==> images/port_trees.png <==
Scale: 6 px per um.
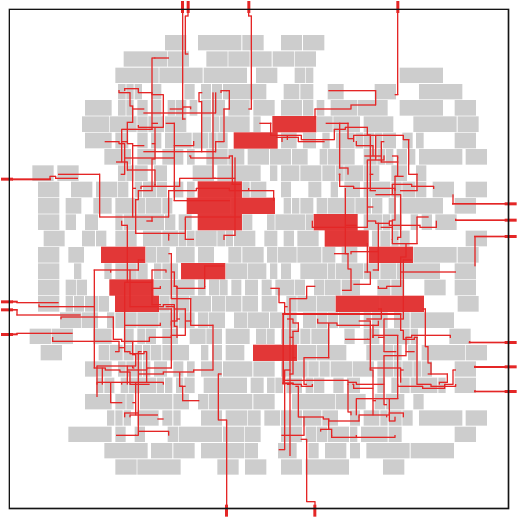
==> images/placed.png <==
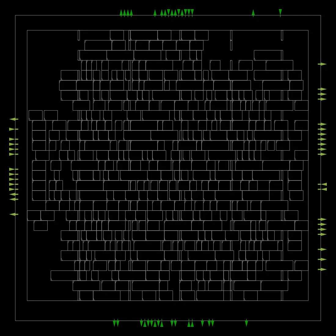
==> images/ff_map.png <==
Scale: 6 px per um. Other sequential cells in the stronger gray, the rest of the logic in the fainter gray.
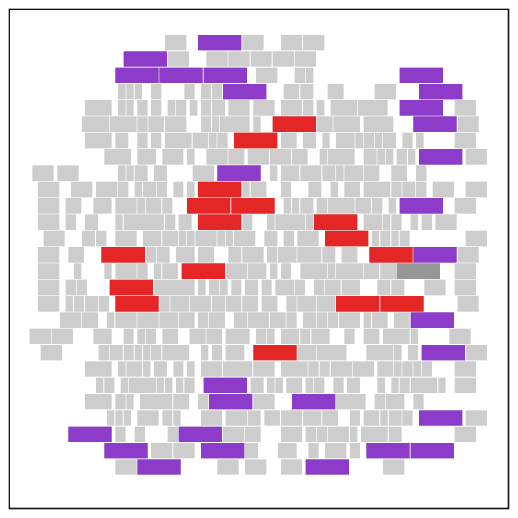
==> images/layers.png <==
Scale: 4 px per um. Only two layers are drawn.
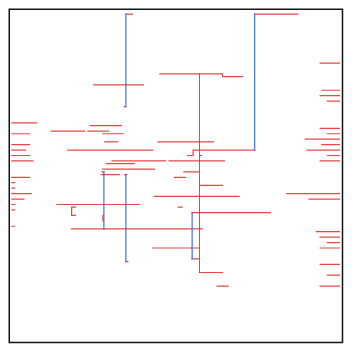
==> images/route_heat.png <==
Scale: 4 px per um. 17 x 17 tiles, from dark blue (low) to red (high), scaled to the fullest tile. Values are wire area over tile area, all layers added.
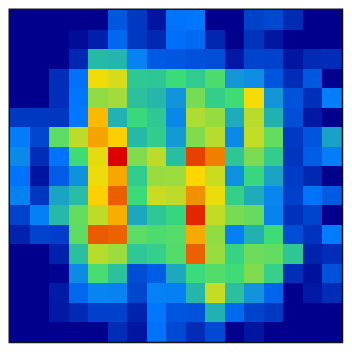
==> src/rtl/seg7_bcd_counter_display.sv <==
// rtl/seg7_bcd_counter_display.sv - N-digit BCD up/down counter with registered active-low 7-segment outputs; optional overflow blink under SEG7_BLINK_EN
module seg7_bcd_counter_display #(
  parameter int DIGITS    = 4,
  parameter int BLINK_DIV = 25000000
) (
  input  logic                  clk,
  input  logic                  rst,
  input  logic                  clr,
  input  logic                  load,
  input  logic [4*DIGITS-1:0]   load_val,
  input  logic                  inc,
  input  logic                  dec,
  input  logic                  lzb_en,
  output logic [4*DIGITS-1:0]   count_bcd,
  output logic                  ovf,
  output logic [7*DIGITS-1:0]   seg_out
);

  logic [4*DIGITS-1:0] count_q, count_d;
  logic                ovf_q, ovf_d;
  logic [7*DIGITS-1:0] seg_q, seg_d;

  logic [4*DIGITS-1:0] load_coerced;
  logic [4*DIGITS-1:0] count_inc;
  logic [4*DIGITS-1:0] count_dec;
  logic                all_nine;
  logic                all_zero;
  logic                carry;
  logic                borrow;
  logic [3:0]          nib;
  logic [3:0]          dig;
  logic [3:0]          sdig;
  logic                leading;

  // Active-low segment code for one BCD digit; anything above 9 shows a dash.
  function automatic logic [6:0] seg7_code(input logic [3:0] d);
    case (d)
      4'd0:    seg7_code = 7'h40;
      4'd1:    seg7_code = 7'h79;
      4'd2:    seg7_code = 7'h24;
      4'd3:    seg7_code = 7'h30;
      4'd4:    seg7_code = 7'h19;
      4'd5:    seg7_code = 7'h12;
      4'd6:    seg7_code = 7'h02;
      4'd7:    seg7_code = 7'h78;
      4'd8:    seg7_code = 7'h00;
      4'd9:    seg7_code = 7'h10;
      default: seg7_code = 7'h3F;
    endcase
  endfunction

  // Ripple increment/decrement candidates, load coercion and the saturation/floor detectors.
  always_comb begin
    load_coerced = '0;
    count_inc    = '0;
    count_dec    = '0;
    all_nine     = 1'b1;
    all_zero     = 1'b1;
    carry        = 1'b1;
    borrow       = 1'b1;
    nib          = '0;
    dig          = '0;
    for (int i = 0; i < DIGITS; i++) begin
      nib = load_val[4*i +: 4];
      load_coerced[4*i +: 4] = (nib > 4'd9) ? 4'd9 : nib;
      dig = count_q[4*i +: 4];
      if (dig != 4'd9) all_nine = 1'b0;
      if (dig != 4'd0) all_zero = 1'b0;
      if (carry) begin
        if (dig == 4'd9) begin
          count_inc[4*i +: 4] = 4'd0;
        end else begin
          count_inc[4*i +: 4] = dig + 4'd1;
          carry = 1'b0;
        end
      end else begin
        count_inc[4*i +: 4] = dig;
      end
      if (borrow) begin
        if (dig == 4'd0) begin
          count_dec[4*i +: 4] = 4'd9;
        end else begin
          count_dec[4*i +: 4] = dig - 4'd1;
          borrow = 1'b0;
        end
      end else begin
        count_dec[4*i +: 4] = dig;
      end
    end
  end

  // Command arbitration: clr beats load beats a lone inc or dec; inc+dec holds.
  always_comb begin
    count_d = count_q;
    ovf_d   = ovf_q;
    if (clr) begin
      count_d = '0;
      ovf_d   = 1'b0;
    end else if (load) begin
      count_d = load_coerced;
      ovf_d   = 1'b0;
    end else if (inc && !dec) begin
      if (all_nine) ovf_d = 1'b1;
      else          count_d = count_inc;
    end else if (dec && !inc) begin
      if (!all_zero) count_d = count_dec;
    end
  end

`ifdef SEG7_BLINK_EN
  localparam int BCW = $clog2(BLINK_DIV + 1);
  logic [BCW-1:0] blink_cnt_q, blink_cnt_d;
  logic           blink_on_q, blink_on_d;

  // Blink timer restarts on any count reset and on the cycle ovf rises; otherwise runs only while ovf is set.
  always_comb begin
    blink_cnt_d = blink_cnt_q;
    blink_on_d  = blink_on_q;
    if (clr || load || (ovf_d && !ovf_q)) begin
      blink_cnt_d = '0;
      blink_on_d  = 1'b1;
    end else if (ovf_q) begin
      if (blink_cnt_q == BCW'(BLINK_DIV - 1)) begin
        blink_cnt_d = '0;
        blink_on_d  = !blink_on_q;
      end else begin
        blink_cnt_d = blink_cnt_q + 1'b1;
      end
    end else begin
      blink_on_d = 1'b1;
    end
  end

  // Blink state register.
  always_ff @(posedge clk) begin
    if (rst) begin
      blink_cnt_q <= '0;
      blink_on_q  <= 1'b1;
    end else begin
      blink_cnt_q <= blink_cnt_d;
      blink_on_q  <= blink_on_d;
    end
  end
`endif

  // Segment image of the current count, with leading-zero blanking scanned from the top digit down.
  always_comb begin
    seg_d   = '1;
    leading = 1'b1;
    sdig    = '0;
    for (int i = DIGITS - 1; i >= 0; i--) begin
      sdig = count_q[4*i +: 4];
      if (sdig != 4'd0) leading = 1'b0;
      if (lzb_en && leading && (i != 0)) seg_d[7*i +: 7] = 7'h7F;
      else                               seg_d[7*i +: 7] = seg7_code(sdig);
    end
`ifdef SEG7_BLINK_EN
    if (!blink_on_q) seg_d = '1;
`endif
  end

  // Count, overflow flag and segment registers.
  always_ff @(posedge clk) begin
    if (rst) begin
      count_q <= '0;
      ovf_q   <= 1'b0;
      seg_q   <= '1;
    end else begin
      count_q <= count_d;
      ovf_q   <= ovf_d;
      seg_q   <= seg_d;
    end
  end

  assign count_bcd = count_q;
  assign ovf       = ovf_q;
  assign seg_out   = seg_q;

endmodule

==> config.mk <==
export PLATFORM = sky130hd
export DESIGN_NAME = seg7_bcd_counter_display
export DESIGN_NICKNAME = d
export VERILOG_FILES = /design/src/rtl/seg7_bcd_counter_display.sv
export SDC_FILE = /design/constraint.sdc
export NUM_CORES = 1
export LEC_CHECK = 0
export CAP_MARGIN = 20
export CORE_MARGIN = 3
export CORE_UTILIZATION = 50
export DETAILED_ROUTE_END_ITERATION = 12
export PLACE_DENSITY = 0.89
export SYNTH_ARGS = -nofsm -noshare
export SYNTH_HDL_FRONTEND = slang
export SYNTH_SLANG_ARGS = --single-unit
==> constraint.sdc <==
create_clock -name clk -period 2.4 [get_ports clk]
set_input_delay 0.48 -clock clk [delete_from_list [all_inputs] [get_ports clk]]
set_output_delay 0.48 -clock clk [all_outputs]
set_load 0.02 [all_outputs]
==> flow_metrics.tcl <==
# flow metrics
set metrics [dict create \
    synth_top_area_share_pct 30.4 \
    worst_setup_path_start_kind "flop" \
    fp_util_pct 52.8 \
    dieArea_um2 6880 \
    cp_cell_sequence "clkdlybuf4s50_1" \
    buffers 89 \
    crit_slowest_cell "dfxtp_1" \
    whs_path_depth 1 \
    syn_avg_cell_area_um2 7.86 \
    fin_nets 490 \
    die_x_um 83.0 \
    min_period_over_period_pct 94.1 \
    yosysWarnings 0 \
    clock_tree.buffer_depth 2 \
    synthTopCellsByArea "dfxtp_1, ha_1, o21ai_0" \
    nClkBuffers 7 \
    setup_viol 0 \
    place_area_um2 3760 \
    min_from "ovf$_SDFFE_PP0P_" \
    syn-num-nets 421 \
    status "finished clean" \
    design_area_um2 3870 \
    critPathCapture "count_bcd[14]" \
    path_class "flop to primary output" \
    ys_seq_share_pct 30.4 \
    grt_pass1_vias 2764 \
]
-- port_trees.png (at the start) --
count_bcd -> red  # direction output, edge 6 right, 4 left, 4 top, 2 bottom, end cells 16, buffers 25, wire 1550 um

-- placed.png (at the start) --
flop count: 45
final design utilization: 69.1%
Cell Count, Final, Fillers Out: 519
Seq/total area: 23.3%
# fillers: 461

-- ff_map.png (at the start) --
count_bcd -> red  # placed flops 16
seg_out -> purple  # placed flops 28
Seq group: 0.865 mW
sequential cell area: 901 um2

-- layers.png (at the start) --
M4 -> blue  # wire length 154 um
M3 -> red  # wire length 465 um

-- route_heat.png (at the start) --
nearly empty tiles = 17%
densest ninth of the die = center
tiles over half the peak = 24%
mean over tiles = 0.18
fullest tile = 0.60

-- cells by family (layout without fill, tap and decap cells) --
kind of cell	Yosys count	after routing	share of synthesized area, %
AND/OR/NAND/NOR	134	134	24.4
AND-OR/OR-AND	116	116	24.3
flip-flops	45	45	30.4
buffers and inverters	44	114	6.34
adder cells (fa/ha/maj)	21	21	8.87
multiplexers	14	14	4.73
XOR/XNOR	3	3	0.887
-- per-stage QoR --
stage	hold slack [ps]	util (%)
finish	487	69.1
global route	515	69.1
CTS	488	68.8
detailed placement	467	67.0
global placement	457	67.0
floorplan	577	-
-- layout by cell type (no fill, tap or decap), drive strengths merged, types with 4 or more instances in the layout --
| master | count |
|---|---|
| ha | 21 |
| and2 | 4 |
| nand3b | 7 |
| o21bai | 4 |
| a21oi | 35 |
| a31oi | 4 |
| dfxtp | 45 |
| clkbuf | 7 |
| nor2b | 9 |
| nand2 | 35 |
| nor3b | 5 |
| buf | 22 |
| nor2 | 32 |
| inv | 16 |
| nor3 | 8 |
| nand3 | 9 |
| clkdlybuf4s50 | 67 |
| nand2b | 7 |
| o311ai | 6 |
| a211oi | 4 |
| o21ai | 39 |
| mux2i | 14 |
-- layer usage --
metal | vias up | part of all wire [%] | global-route usage, %
met5 | - | 0 | 0
met4 | 0 | 2.0 | 6.98
met3 | 14 | 6.2 | 3.27
met2 | 99 | 50 | 37.5
met1 | 1379 | 42 | 27.3
li1 | 1479 | - | -
-- flip-flops by register name, indices dropped and copies added, names as in the netlist --
| signal | count |
|---|---|
| seg_out | 28 |
| count_bcd | 16 |
| ovf | 1 |
-- repair_timing --
action	4_1_cts	5_1_grt
gates resized	0	2
endpoints found under the setup margin	0	5
buffers inserted	0	1
No activity file was given, so power comes from the tool's default toggle rates.
